## src/rtl/encoder_scan.sv

```systemverilog
// Registered request scanner: captures a request vector and emits one set-bit index per beat.
// Define SCAN_LSB_FIRST_EN to scan lowest index first (default: highest index first).
module encoder_scan #(
    parameter int unsigned WIDTH = 8,
    localparam int unsigned IDX_W = $clog2(WIDTH)
) (
    input  logic             iClk,
    input  logic             iReset,
    input  logic [WIDTH-1:0] iData,
    input  logic             iLoad,
    output logic             oReady,
    output logic [IDX_W-1:0] oData,
    output logic             oValid,
    input  logic             iAck,
    output logic             oLast,
    output logic             oNone
);

    typedef enum logic [0:0] {StIdle, StScan} state_e;

    state_e           state_q, state_d;
    logic [WIDTH-1:0] shadow_q, shadow_d;
    logic [IDX_W-1:0] data_q, data_d;
    logic             last_q, last_d;
    logic             none_q, none_d;

    // Later matches overwrite earlier ones, so loop direction sets the priority.
    function automatic logic [IDX_W-1:0] pick_idx(input logic [WIDTH-1:0] v);
        logic [IDX_W-1:0] idx;
        idx = '0;
`ifdef SCAN_LSB_FIRST_EN
        for (int i = WIDTH - 1; i >= 0; i--) begin
            if (v[i]) idx = IDX_W'(i);
        end
`else
        for (int i = 0; i < WIDTH; i++) begin
            if (v[i]) idx = IDX_W'(i);
        end
`endif
        return idx;
    endfunction

    function automatic logic single_bit(input logic [WIDTH-1:0] v);
        return (v != '0) && ((v & (v - WIDTH'(1))) == '0);
    endfunction

    always_ff @(posedge iClk) begin
        if (iReset) begin
            state_q  <= StIdle;
            shadow_q <= '0;
            data_q   <= '0;
            last_q   <= 1'b0;
            none_q   <= 1'b0;
        end else begin
            state_q  <= state_d;
            shadow_q <= shadow_d;
            data_q   <= data_d;
            last_q   <= last_d;
            none_q   <= none_d;
        end
    end

    always_comb begin
        state_d  = state_q;
        shadow_d = shadow_q;
        none_d   = 1'b0;
        unique case (state_q)
            StIdle: begin
                if (iLoad) begin
                    if (iData != '0) begin
                        shadow_d = iData;
                        state_d  = StScan;
                    end else begin
                        none_d = 1'b1;
                    end
                end
            end
            StScan: begin
                if (iAck) begin
                    if (last_q) begin
                        shadow_d = '0;
                        state_d  = StIdle;
                    end else begin
                        shadow_d = shadow_q & ~(WIDTH'(1) << data_q);
                    end
                end
            end
            default: state_d = StIdle;
        endcase
        // Outputs are precomputed from the next shadow so the next index shows without a bubble.
        if (state_d == StScan) begin
            data_d = pick_idx(shadow_d);
            last_d = single_bit(shadow_d);
        end else begin
            data_d = data_q;
            last_d = 1'b0;
        end
    end

    always_comb begin
        oReady = (state_q == StIdle);
        oValid = (state_q == StScan);
        oData  = data_q;
        oLast  = last_q;
        oNone  = none_q;
    end

endmodule
```

## config.mk

```make
export PLATFORM = sky130hd
export DESIGN_NAME = encoder_scan
export DESIGN_NICKNAME = d
export VERILOG_FILES = /design/src/rtl/encoder_scan.sv
export SDC_FILE = /design/constraint.sdc
export NUM_CORES = 1
export LEC_CHECK = 0
export CAP_MARGIN = 40
export CORE_AREA = 2 2 47 49
export CTS_CLUSTER_DIAMETER = 150
export CTS_CLUSTER_SIZE = 30
export DETAILED_ROUTE_END_ITERATION = 8
export DIE_AREA = 0 0 49 51
export PLACE_DENSITY = 0.73
export REMOVE_ABC_BUFFERS = 1
export SLEW_MARGIN = 20
export SYNTH_ARGS = -nofsm -noshare
export SYNTH_HDL_FRONTEND = slang
export SYNTH_SLANG_ARGS = --single-unit
```

## constraint.sdc

```tcl
create_clock -name iClk -period 2.4 [get_ports iClk]
set_clock_uncertainty 0.15 [all_clocks]
set_input_delay 0.24 -clock iClk [delete_from_list [all_inputs] [get_ports iClk]]
set_output_delay 0.24 -clock iClk [all_outputs]
set_load 0.02 [all_outputs]
```

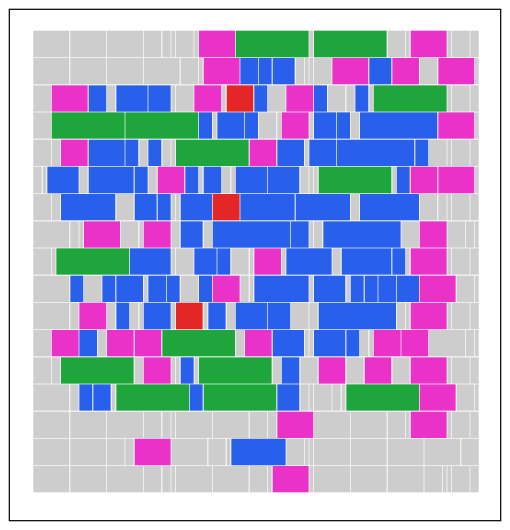
(cells coloured by class)
Drawn at 10 px/um. Fill, decap, tap and diode cells in grey.
colour	class	cells
magenta	remaining buffers and delay cells	40
blue	combinational and other logic	77
green	sequential cells	14
red	clock drivers	3
post-layout utilization of the core: 0.616
Core Rows: 17

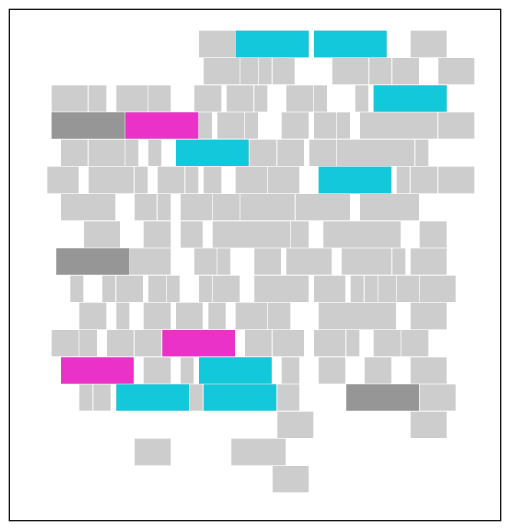
(where the registers sit)
Drawn at 10 px/um. Other sequential cells in the stronger grey, the rest of the logic in the fainter grey.
colour	name in the netlist	placed flops
cyan	shadow_q	8
magenta	oData	3
not coloured	3
sequential standard cell area: 280 um^2
power consumed by sequential cells: 0.276 mW
Seq area share: 0.220

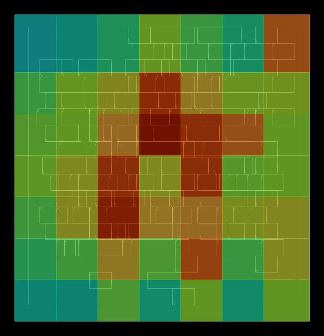
(congestion heat map)
met3 capacity usage during global routing: 0.0322
mean routed wirelength per cell: 15.2 um

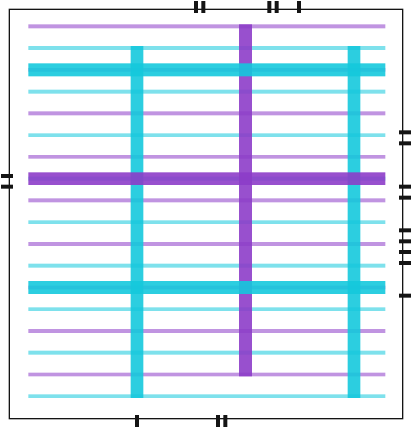
(PDN straps and rails)
Drawn at 8 px/um. Pins as bars on the die edge.
colour	net
cyan	VSS
purple	VDD
met1 rails	18
met5 straps	3
met4 straps	3
signal pins	19
rows	17
die width: 49 um
Std-Cell Core Area: 2060 um^2

==> PnR_summary.wiki <==
== Run summary ==
{| class="wikitable"
! Metric !! Value
|-
| Area fraction of the dominant cell type after synthesis || 0.331
|-
| Relative contribution of combinational cells to total power || 0.404
|-
| Crit path max fanout || 8
|-
| Count of inverters other than clock inverters in the layout || 4
|-
| Number of multi-input logic gates || 73
|-
| Distinct cell type count of the synthesized netlist || 39
|-
| Clock share of power || 0.195
|-
| Result of the run || finished, final reports clean
|-
| Kind of capture point of the worst setup path || flip-flop
|-
| Buffers inserted during post-CTS setup optimization || 0
|-
| Dominant kind of cell || multi-input combinational cells
|-
| Top cells by count, synth || 14 x sky130_fd_sc_hd__dfxtp_1, 13 x sky130_fd_sc_hd__nand2_1, 11 x sky130_fd_sc_hd__nor2_1
|-
| Remaining design rule violation count || 0
|-
| Count of synthesis-stage warnings from yosys || 0
|-
| Number of levels the H-tree was split into || 1
|-
| Top post-synthesis cells by area || sky130_fd_sc_hd__dfxtp_1 33%, sky130_fd_sc_hd__nand2_1 5.8%, sky130_fd_sc_hd__mux2_4 5.3%
|-
| Switching Fraction || 0.342
|-
| Fraction of layout instances using a drive strength above 1 || 0.336
|-
| Worst path arrival time || 2.35 ns
|-
| Routed length on met1 || 1090 um
|-
| Number of vias in the routed layout || 867
|-
| Required time of the worst setup path || 2.46 ns
|-
| Peak VDD IR || 331 uV
|}
stage by stage:
stage | util | instances | power [mW] | hold slack [ns] | area (um^2)
after floorplan | - | 91 | 0.412 | 0.162 | 827
after global placement | 0.582 | 158 | 0.536 | 0.450 | 1200
after detailed placement | 0.582 | 158 | 0.540 | 0.459 | 1200
after CTS | 0.592 | 161 | 0.673 | 0.479 | 1220
after global routing | 0.616 | 162 | 0.726 | 0.536 | 1270
final | 0.616 | 162 | 0.690 | 0.500 | 1270
cell families after synthesis:
kind of cell / count (synthesis) / synth area share
compound gates: 28 / 0.282
xor+xnor: 1 / 0.0103
buf+inv: 7 / 0.0413
flops: 14 / 0.331
mux: 3 / 0.0532
simple gates: 41 / 0.282
registers in the layout (all words and copies together) (netlist names):
register	count
oData	3
oValid	1
oLast	1
oNone	1
shadow_q	8
Power is estimated from default activity; no workload was simulated.
